--- src/rtl/universal_shift_register_nbit_pkg.sv ---
// Shared encodings for the universal shift register: operation select
// codes, serializer FSM states and the state register width.
package usr_pkg;

  // Operation select presented on modo while the FSM is idle.
  typedef enum logic [2:0] {
    MODO_HOLD   = 3'b000,
    MODO_LOAD   = 3'b001,
    MODO_SHL    = 3'b010,
    MODO_SHR    = 3'b011,
    MODO_ROL    = 3'b100,
    MODO_ROR    = 3'b101,
    MODO_SERIAL = 3'b110,
    MODO_RSVD   = 3'b111
  } modo_t;

  localparam int unsigned STATE_W = 2;

  // Serializer control states.
  typedef enum logic [STATE_W-1:0] {
    ST_IDLE  = 2'd0,
    ST_SHIFT = 2'd1,
    ST_DONE  = 2'd2
  } state_t;

  // Bit-counter width for a register of w bits (w >= 2).
  function automatic int unsigned cnt_width(input int unsigned w);
    return $clog2(w);
  endfunction

endpackage

--- src/rtl/universal_shift_register_nbit_if.sv ---
// Data/control bundle of the universal shift register. The master drives
// the operation select and data inputs; the slave (the register) drives
// the contents and serializer status.
interface universal_shift_register_nbit_if
  import usr_pkg::*;
#(
  parameter int unsigned WIDTH = 8
);

  logic [2:0]       modo;
  logic [WIDTH-1:0] In;
  logic             ser_in_l;
  logic             ser_in_r;
  logic [WIDTH-1:0] Q;
  logic             ser_out_l;
  logic             ser_out_r;
  logic             busy;
  logic             done;

  modport master (
    output modo, In, ser_in_l, ser_in_r,
    input  Q, ser_out_l, ser_out_r, busy, done
  );

  modport slave (
    input  modo, In, ser_in_l, ser_in_r,
    output Q, ser_out_l, ser_out_r, busy, done
  );

endinterface

--- src/rtl/universal_shift_register_nbit_counter.sv ---
// Serializer bit counter: counts SHIFT edges and flags the final bit.
// Saturates at WIDTH-1 so it never wraps; clear has priority over enable.
module shift_bit_counter
  import usr_pkg::*;
#(
  parameter int unsigned WIDTH = 8
) (
  input  logic clk,
  input  logic rst,
  input  logic clear,
  input  logic enable,
  output logic last
);

  localparam int unsigned   CW       = cnt_width(WIDTH);
  localparam logic [CW-1:0] LAST_VAL = CW'(WIDTH - 1);

  logic [CW-1:0] cnt_q;
  logic [CW-1:0] cnt_d;

  assign last = (cnt_q == LAST_VAL);

  // Next count: clear on burst start, step on each shift edge until last.
  always_comb begin
    cnt_d = cnt_q;
    if (clear) begin
      cnt_d = '0;
    end else if (enable && !last) begin
      cnt_d = cnt_q + 1'b1;
    end
  end

  // Count register with synchronous reset.
  always_ff @(posedge clk) begin
    if (rst) begin
      cnt_q <= '0;
    end else begin
      cnt_q <= cnt_d;
    end
  end

endmodule

--- src/rtl/universal_shift_register_nbit.sv ---
// Universal N-bit shift register: hold, parallel load, logical shifts,
// rotates, and an LSB-first serializer burst controlled by a small FSM.
module universal_shift_register_nbit
  import usr_pkg::*;
#(
  parameter int unsigned WIDTH = 8
) (
  input logic                             clk,
  input logic                             reset,
  universal_shift_register_nbit_if.slave  bus
);

  state_t           state_q;
  state_t           state_d;
  logic [WIDTH-1:0] q_q;
  logic [WIDTH-1:0] q_d;
  logic             cnt_clear;
  logic             cnt_en;
  logic             cnt_last;

  shift_bit_counter #(
    .WIDTH (WIDTH)
  ) u_counter (
    .clk    (clk),
    .rst    (reset),
    .clear  (cnt_clear),
    .enable (cnt_en),
    .last   (cnt_last)
  );

  // Next-state and next-contents decode; modo only matters in IDLE.
  always_comb begin
    state_d   = state_q;
    q_d       = q_q;
    cnt_clear = 1'b0;
    cnt_en    = 1'b0;
    case (state_q)
      ST_IDLE: begin
        case (modo_t'(bus.modo))
          MODO_LOAD:   q_d = bus.In;
          MODO_SHL:    q_d = {q_q[WIDTH-2:0], bus.ser_in_r};
          MODO_SHR:    q_d = {bus.ser_in_l, q_q[WIDTH-1:1]};
          MODO_ROL:    q_d = {q_q[WIDTH-2:0], q_q[WIDTH-1]};
          MODO_ROR:    q_d = {q_q[0], q_q[WIDTH-1:1]};
          MODO_SERIAL: begin
            q_d       = bus.In;
            cnt_clear = 1'b1;
            state_d   = ST_SHIFT;
          end
          default:     q_d = q_q;
        endcase
      end
      ST_SHIFT: begin
        // Final shift happens on the same edge that leaves SHIFT.
        q_d    = {bus.ser_in_l, q_q[WIDTH-1:1]};
        cnt_en = 1'b1;
        if (cnt_last) begin
          state_d = ST_DONE;
        end
      end
      ST_DONE: begin
        state_d = ST_IDLE;
      end
      default: begin
        state_d = ST_IDLE;
      end
    endcase
  end

  // State and contents registers; reset overrides any operation.
  always_ff @(posedge clk) begin
    if (reset) begin
      state_q <= ST_IDLE;
      q_q     <= '0;
    end else begin
      state_q <= state_d;
      q_q     <= q_d;
    end
  end

  assign bus.Q         = q_q;
  assign bus.ser_out_l = q_q[WIDTH-1];
  assign bus.ser_out_r = q_q[0];
  assign bus.busy      = (state_q == ST_SHIFT);
  assign bus.done      = (state_q == ST_DONE);

endmodule

--- src/flat_wrapper.sv ---
// flat-port wrapper written by rule: the top's interface ports become plain ports
module universal_shift_register_nbit_flat import usr_pkg::*;
#(
  parameter int unsigned WIDTH = 8
)
  (clk, reset, bus_modo, bus_In, bus_ser_in_l, bus_ser_in_r, bus_Q, bus_ser_out_l, bus_ser_out_r, bus_busy, bus_done);
  universal_shift_register_nbit_if #(.WIDTH(WIDTH)) bus_i ();
  input logic clk;
  input logic reset;
  input wire logic [$bits(bus_i.modo)-1:0] bus_modo;
  input wire logic [$bits(bus_i.In)-1:0] bus_In;
  input wire logic [$bits(bus_i.ser_in_l)-1:0] bus_ser_in_l;
  input wire logic [$bits(bus_i.ser_in_r)-1:0] bus_ser_in_r;
  output wire logic [$bits(bus_i.Q)-1:0] bus_Q;
  output wire logic [$bits(bus_i.ser_out_l)-1:0] bus_ser_out_l;
  output wire logic [$bits(bus_i.ser_out_r)-1:0] bus_ser_out_r;
  output wire logic [$bits(bus_i.busy)-1:0] bus_busy;
  output wire logic [$bits(bus_i.done)-1:0] bus_done;
  assign bus_i.modo = bus_modo;
  assign bus_i.In = bus_In;
  assign bus_i.ser_in_l = bus_ser_in_l;
  assign bus_i.ser_in_r = bus_ser_in_r;
  assign bus_Q = bus_i.Q;
  assign bus_ser_out_l = bus_i.ser_out_l;
  assign bus_ser_out_r = bus_i.ser_out_r;
  assign bus_busy = bus_i.busy;
  assign bus_done = bus_i.done;
  universal_shift_register_nbit #(.WIDTH(WIDTH)) u_core (.clk(clk), .reset(reset), .bus(bus_i));
endmodule
--- config.mk ---
export PLATFORM = sky130hd
export DESIGN_NAME = universal_shift_register_nbit_flat
export DESIGN_NICKNAME = d
export VERILOG_FILES = /design/src/rtl/universal_shift_register_nbit_pkg.sv /design/src/rtl/universal_shift_register_nbit_if.sv /design/src/rtl/universal_shift_register_nbit_counter.sv /design/src/rtl/universal_shift_register_nbit.sv /design/src/flat_wrapper.sv
export SDC_FILE = /design/constraint.sdc
export NUM_CORES = 1
export LEC_CHECK = 0
export ABC_CLOCK_PERIOD_IN_PS = 2200
export CAP_MARGIN = 20
export CORE_MARGIN = 4
export CORE_UTILIZATION = 46
export CTS_CLUSTER_DIAMETER = 120
export DETAILED_ROUTE_END_ITERATION = 7
export GPL_ROUTABILITY_DRIVEN = 0
export GPL_TIMING_DRIVEN = 0
export PLACE_DENSITY = 0.88
export SLEW_MARGIN = 0
export SYNTH_ARGS = -nofsm -noshare
export SYNTH_HDL_FRONTEND = slang
export SYNTH_SLANG_ARGS = --single-unit
--- constraint.sdc ---
create_clock -name clk -period 2.2 [get_ports clk]
set_input_delay 0.22 -clock clk [delete_from_list [all_inputs] [get_ports clk]]
set_output_delay 0.22 -clock clk [all_outputs]
set_load 0.1 [all_outputs]
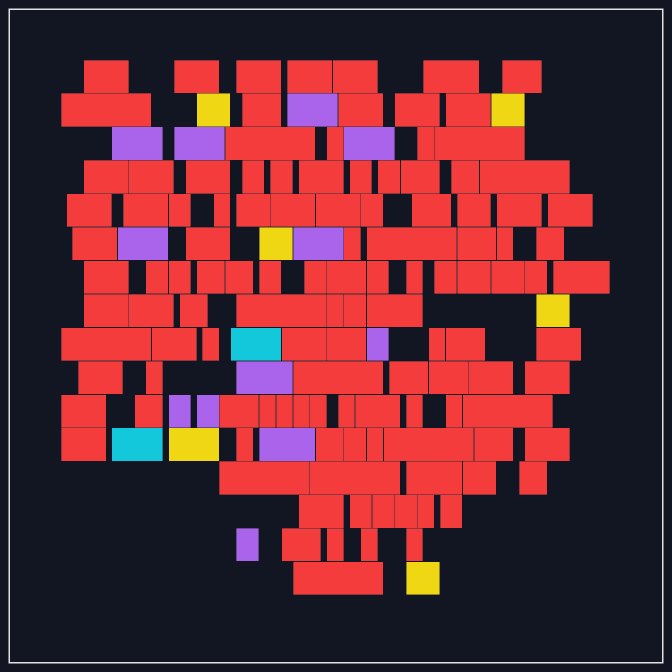
Fig. 1. Sizing map (run 1).
- _6 and larger: cyan (cells 2)
- _0 and _1 cells: red (cells 119)
- _3 and _4 cells: yellow (cells 6)
- _2 cells: purple (cells 12)
non-clock buffer count in the final layout: 35
setup ws final: 0.0653 ns

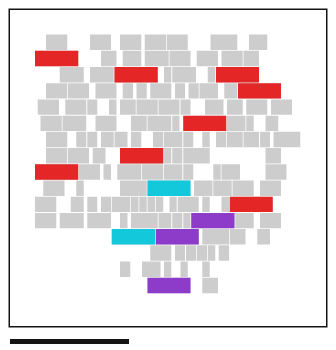
Fig. 2. Register map, names as in the netlist (run 1).
Bar = 20 um.
- `u_core.bus.Q`: red (sequential cells 8)
- `u_core.u_counter.cnt_q`: purple (sequential cells 3)
- `u_core.state_q`: cyan (sequential cells 2)

==> impl_metrics.ini, run 1 <==
; generated from flow reports
[run_status]
outcome = complete, no violations

[yosys]
compound_area_share_pct = 30.1
ys_types = 34
top_cell_area_share_pct = 27.9
async_flop_share_pct = 0
synth_area_sq_um = 932
area_leaders = dfxtp_1 28%, mux2_2 7.2%, a222oi_1 6.4%
synthMuxAreaShare_pct = 10.5
yosysSeqAreaShare_pct = 27.9
syn_avg_cell_area_sq_um = 8.55
logic_family = AND-OR/OR-AND gates
adder_share_pct = 2.68
synth.most_common_cell = dfxtp_1
ys.flops = 13
synth_nets = 126
simple_gate_share_pct = 16.4
yosys_warnings = 0
syn_inst = 109
ff_type = dfxtp_1
common_cells = 13 x dfxtp_1, 9 x a21oi_1, 8 x inv_1
largest_area_cell = dfxtp_1
edf_count = 0
ys_chip_area_sq_um = 932
ys_cells = 109
xor_area_share_pct = 2.82

[sta]
final-setup-viol-count = 0
rsz0062_at_grt = false
fin_setup_tns_ns = 0
fmax_mhz = 468
fin_worst_skew_ns = 0.0112
layout_min_cycle_time_ns = 2.13
whs_ns = 0.497
tightest_slew_ns = 0.971
hold_viol = 0
slew_headroom_pct = 35.1
finalCritPeriodShare_pct = 97.0
slew_viol_final = 0

[cts]
htreeDepth = 1
cts_tree = yes
cts_buffer_depth = 2
clock-root-buffer = clkbuf_4
path_clk_slew_ns = 0.10
numCtsBuffers = 3
clkSinkCount = 13
insertion_delay_ns = 0.30

[critical_path]
r2r_start = u_core.state_q[0]
ff2ff_path_depth = 3
startpoint_type = flip-flop
critPathTopFamily = buffers and inverters
setup.worst_path.start = u_core.bus.Q[1]
path_depth = 1
path_class = flip-flop to output port
slowest_stage = clkdlybuf4s50_1
end_kind = output port
cp.arrival_ns = 1.91
cp_cell_sequence = clkdlybuf4s50_1
cpPeakStageDelay_ns = 1.17
cp.required_ns = 1.98
worstPathMaxFanout = 6
worst-path-buf-inv = 1

[route]
wl_mm = 2.54
dr.first_iter.drc_count = 62
route.antenna.remaining_nets = 0
drc_errors = 0
vias_per_cell = 5.95
num_vias = 988
wl_per_cell_um = 15.3
first_pass_iters = 4

[die]
die_y_um = 53.0
fp_util_pct = 48.0
placement_rows = 16
ioPinCount = 27
dieArea_sq_mm = 0.00281
core_area_sq_mm = 0.00194
fp.dieW_um = 53.0

[worst_hold_path]
holdPathStages = 2
hold_path.class = flip-flop to flip-flop
hold_start = u_core.u_counter.cnt_q[2]

[grt]
track_usage_pct = 20.4
overflow = 0
grt_first_pass_wirelength_mm = 4.13
antenna_found_initial = 0
grt_pass1_vias = 905
grt_max_degree = 11

[place]
dp_hpwl_mm = 1.80
io_buffers = 26
dp.cells = 162

[finish]
fillers = 166
final_layout_top_logic_cells = 21 x clkdlybuf4s50_1, 13 x dfxtp_1, 9 x a21oi_1, 8 x inv_1
mostFrequentLayoutCell = clkdlybuf4s50_1
n_antenna_cell = 0
final_cells = 166
area_growth_pct = 34.2
fin_util_pct = 64.4
drive_gt1_share_pct = 14.4
nNetsFinal = 157

[run]
maxCapViolations = 0
log.warning_count = 26

[power]
p_per_area_mw_per_mm2 = 584
p_leak_nw = 0.504
ir_drop_v = 0.000532
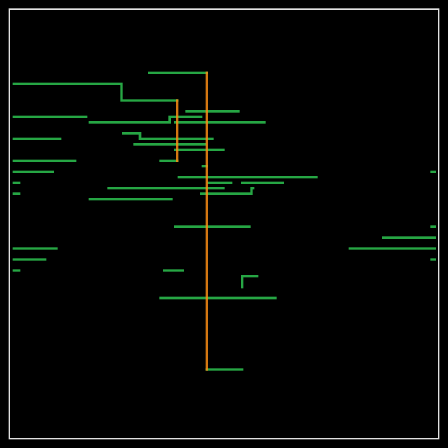
Fig. 3. Signal wires by layer (run 1).
Only two layers are drawn.
- metal 3: green (wire length 236 um)
- metal 4: orange (wire length 44.2 um)

## run 1: timing repair
item,4_1_cts,5_1_grt
endpoints found under the setup margin,3,4
buffers inserted,0,0
resized,3,5
hold buffers,0,0
## run 1: worst paths after layout
check | end | slack (ns)
hold / removal | u_core.u_counter.cnt_q[2] | 0.50
setup / recovery | bus_Q[1] | 0.07
setup reg to reg | u_core.bus.Q[3] | 0.50
hold reg to reg | u_core.u_counter.cnt_q[2] | 0.50
## run 1: flip-flops by register name, summed over array words and instances (netlist names)
name,flops
u_core.u_counter.cnt_q,3
u_core.state_q,2
u_core.bus.Q,8
## run 1: kinds of logic after synthesis
logic type	count (synthesis)
compound gates	38
simple gates	27
buf+inv	17
flops	13
mux	9
xor+xnor	3
fa+ha+maj	2
## run 1: power by group
group          switching [W]  internal (W)
sequential         0.0000185      0.000249
combinational       0.000193      0.000104
clock              0.0000957     0.0000709
## run 1: per-layer routing
metal	vias up	GRT usage [%]	wire, um	part of all wire [%]
met1	452	26.7	1100	43
met2	54	30.8	1160	46
met4	0	10.2	44	1.7
met3	5	4.79	236	9.3
li1	477	-	-	-
met5	-	0	0	0
## run 1: layout make-up
class	instances	area [sq um]	share of cell area [%]
Inverter	8	30.0	2.40
Multi-Input combinational cell	79	582	46.5
Timing Repair Buffer	26	259	20.7
Tap cell	27	33.8	2.70
Sequential cell	13	260	20.8
Clock buffer	4	26.3	2.10
Buffer	9	60.1	4.80
## run 1: stage by stage
step / power (W) / worst slack [ns] / area, sq um
6_report: 0.000731 / 0.0653 / 1250
5_1_grt: 0.000757 / 0.00324 / 1250
4_1_cts: 0.000732 / 0.0184 / 1250
3_5_place_dp: 0.000569 / -0.0475 / 1230
3_3_place_gp: 0.000563 / -0.0235 / 1230
2_1_floorplan: 0.000486 / 0.185 / 932
Fig. 4: run 1, gate-type map
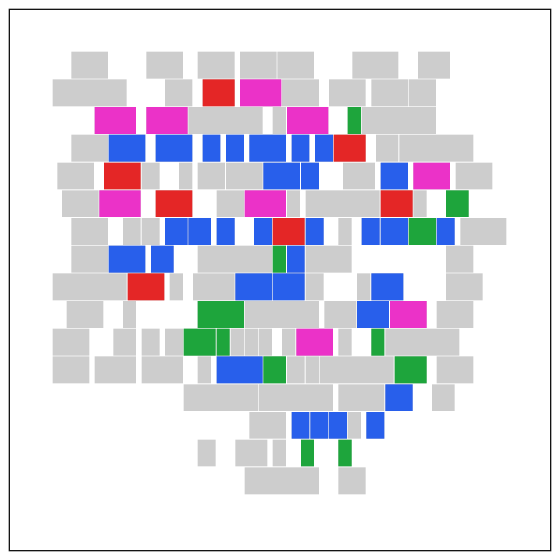

==> run 2, diff against run 1 <==
Settings changed: CORE_ASPECT_RATIO set to 1.5, MAX_ROUTING_LAYER set to met4.
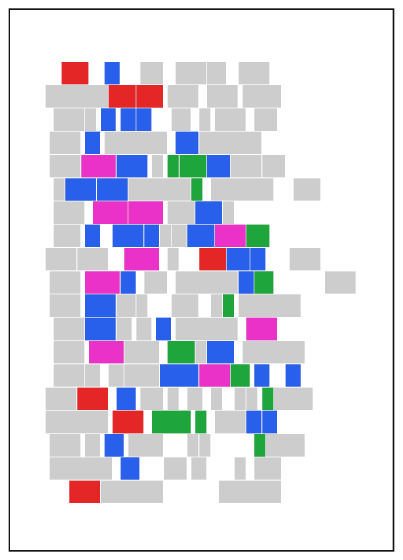
Fig. 5. Gate-type map (run 2).
- multiplexers: magenta (cells 9; most used mux2_2)
- NAND gates: green (cells 12; most used nand2_1)
- inverting AOI/OAI gates: blue (cells 31; most used a21oi_1)
- AND-OR and OR-AND gates: red (cells 7; most used a22o_1)
most numerous logic cell after layout: clkdlybuf4s50_1
non-filler cells, final: 160
logic share of the area: 46.9%

==> run 2 against run 1 <==
Clock power decreased by 3%. Sequential power hardly changed. Critical endpoint is now bus_Q[5]. Utilization rose by 1.6 points. Cell area down 0.90%. Largest power group unchanged. Critical path type unchanged. Register-to-register slack is essentially flat.
==> impl_metrics.ini, run 2 <==
; generated from flow reports
[die]
dieArea_sq_mm = 0.00283
placement_rows = 19
core_area_sq_mm = 0.00188
fp.dieW_um = 44.8
ioPinCount = 27
die_y_um = 63.1
fp_util_pct = 49.6

[power]
p_per_area_mw_per_mm2 = 586
power_frac_clock_pct = 22.3
ir_drop_v = 0.000421
switching_power_w = 0.000303
p_leak_nw = 0.491
p_comb_share_pct = 40.8
swShare_pct = 41.7
power_frac_seq_pct = 36.9
power_w = 0.000726
internal-power_w = 0.000423

[cts]
post-cts-setup-buffer-count = 0
cts-resized-gates = 3
ctsHoldBuffers = 0
htreeDepth = 1
cts_buffer_depth = 2
path_clk_slew_ns = 0.08
insertion_delay_ns = 0.30
clkSinkCount = 13
cts_tree = yes
numCtsBuffers = 3

[yosys]
largest_area_cell = dfxtp_1
yosys_warnings = 0
synth_nets = 126
syn_inst = 109
async_flop_share_pct = 0
area_leaders = dfxtp_1 28%, mux2_2 7.2%, a222oi_1 6.4%
syn_avg_cell_area_sq_um = 8.55
ff_type = dfxtp_1
ys.flops = 13
ys_chip_area_sq_um = 932
common_cells = 13 x dfxtp_1, 9 x a21oi_1, 8 x inv_1
ys_types = 34
ys_cells = 109
synth.most_common_cell = dfxtp_1
edf_count = 0
synth_area_sq_um = 932

[critical_path]
cpPeakStageDelay_ns = 1.18
end_kind = output port
cp.required_ns = 1.98
startpoint_type = flip-flop
r2r-end = u_core.bus.Q[4]
path_depth = 1
worstPathMaxFanout = 5
slowest_stage = clkdlybuf4s50_1
r2r_start = u_core.state_q[0]
ff2ff_path_depth = 5
path_class = flip-flop to output port
setup.worst_path.end = bus_Q[5]
worst-path-buf-inv = 1
critPathTopFamily = buffers and inverters
r2r_slack_ns = 0.51

[sta]
fin_worst_skew_ns = 0.00385
hold_viol = 0
rsz0062_at_grt = false
fmax_mhz = 465
layout_min_cycle_time_ns = 2.15
final-setup-viol-count = 0
slew_viol_final = 0
tightest_slew_ns = 0.973

[place]
dp_hpwl_mm = 1.99
placed_area_sq_mm = 0.00122
dp.cells = 156
io_buffers = 26

[run]
maxCapViolations = 0

[grt]
grt_first_pass_wirelength_mm = 4.33
antenna_found_initial = 0
grt_max_degree = 11
grt_pass1_vias = 979
track_usage_pct = 21.0

[route]
route.antenna.remaining_nets = 0
topRoutingLayerUsed = met4
first_pass_iters = 6
wl_per_cell_um = 16.4
dr_wl_met2_mm = 1.40
wl_met3_um = 122
num_vias = 997
m1WireLength_mm = 1.00

[finish]
drive_gt1_share_pct = 14.4
n_antenna_cell = 0
final_layout_top_logic_cells = 22 x clkdlybuf4s50_1, 13 x dfxtp_1, 9 x a21oi_1, 8 x inv_1
nNetsFinal = 157
largest_reg_flops = 8

[worst_hold_path]
hold_start = u_core.u_counter.cnt_q[2]
hold_path.class = flip-flop to flip-flop
holdPathStages = 2
hold_path_end = u_core.u_counter.cnt_q[2]

[run_status]
outcome = complete, no violations
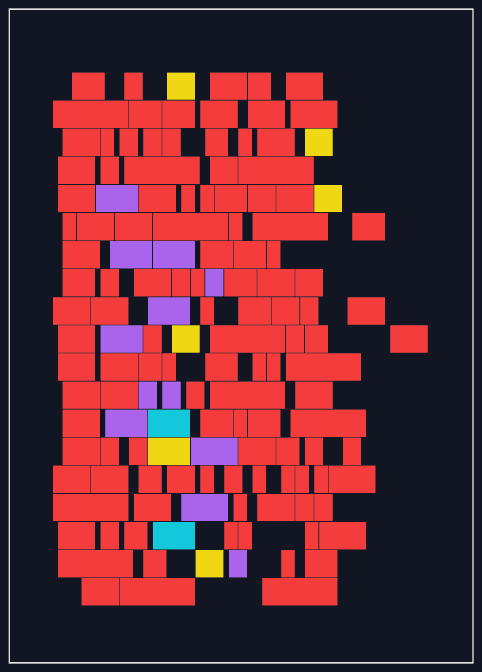
Fig. 6. Sizing map (run 2).
- _0 and _1 cells: red (cells 119)
- _3 and _4 cells: yellow (cells 6)
- _2 cells: purple (cells 12)
- _6 and larger: cyan (cells 2)
Synth-to-Final Area Change: 33.0%
setup ws final: 0.0475 ns
Post-Layout Inst Area: 0.00124 sq mm

-- run 2: metrics by stage --
| step | util, % | worst slack, ns | hold WS, ns |
|---|---|---|---|
| final | 66.0 | 0.0475 | 0.486 |
| after global routing | 66.0 | 0.00926 | 0.538 |
| after CTS | 66.1 | 0.0153 | 0.487 |
| after detailed placement | 64.9 | -0.0881 | 0.475 |
| after global placement | 64.9 | -0.0526 | 0.469 |
| after floorplan | - | 0.185 | 0.297 |
-- run 2: layout make-up --
| type | count | area (sq um) |
|---|---|---|
| plain buffers | 9 | 60.1 |
| clock buffers | 4 | 26.3 |
| fillers | 166 | 638 |
| inverters | 8 | 30.0 |
| multi-input cells | 79 | 582 |
| flip-flops and latches | 13 | 260 |
| well taps | 21 | 26.3 |
| repair buffers | 26 | 255 |
-- run 2: worst register-to-register path, stage by stage (launching register included) --
cell	delay, ns
dfxtp_1	0.36
or4_4	0.56
nand4_2	0.13
buf_6	0.15
o22ai_1	0.08
a221o_1	0.31
-- run 2: layer usage --
metal	GRT usage, %	vias to the layer above
met2	37.1	42
met4	13.6	0
li1	-	477
met1	19.9	469
met5	-	-
met3	2.85	9
-- run 2: kinds of logic after synthesis --
logic type | Yosys count | synth area share (%)
AOI/OAI and AO/OA | 38 | 30.1
and+or+nand+nor | 27 | 16.4
buffers and inverters | 17 | 9.66
DFF | 13 | 27.9
muxes | 9 | 10.5
xor gates and xnor gates | 3 | 2.82
adders and majority gates | 2 | 2.68
-- run 2: power groups by stage --
stage / logic [W] / clock network (W) / registers (W)
after global placement: 0.000291 / 0 / 0.000273
after CTS: 0.000296 / 0.000163 / 0.000267
after floorplan: 0.000136 / 0 / 0.000350
final: 0.000296 / 0.000162 / 0.000268
after global routing: 0.000313 / 0.000170 / 0.000270
after detailed placement: 0.000297 / 0 / 0.000273
Power figures rest on the tool's default switching activity, not on a simulated workload.
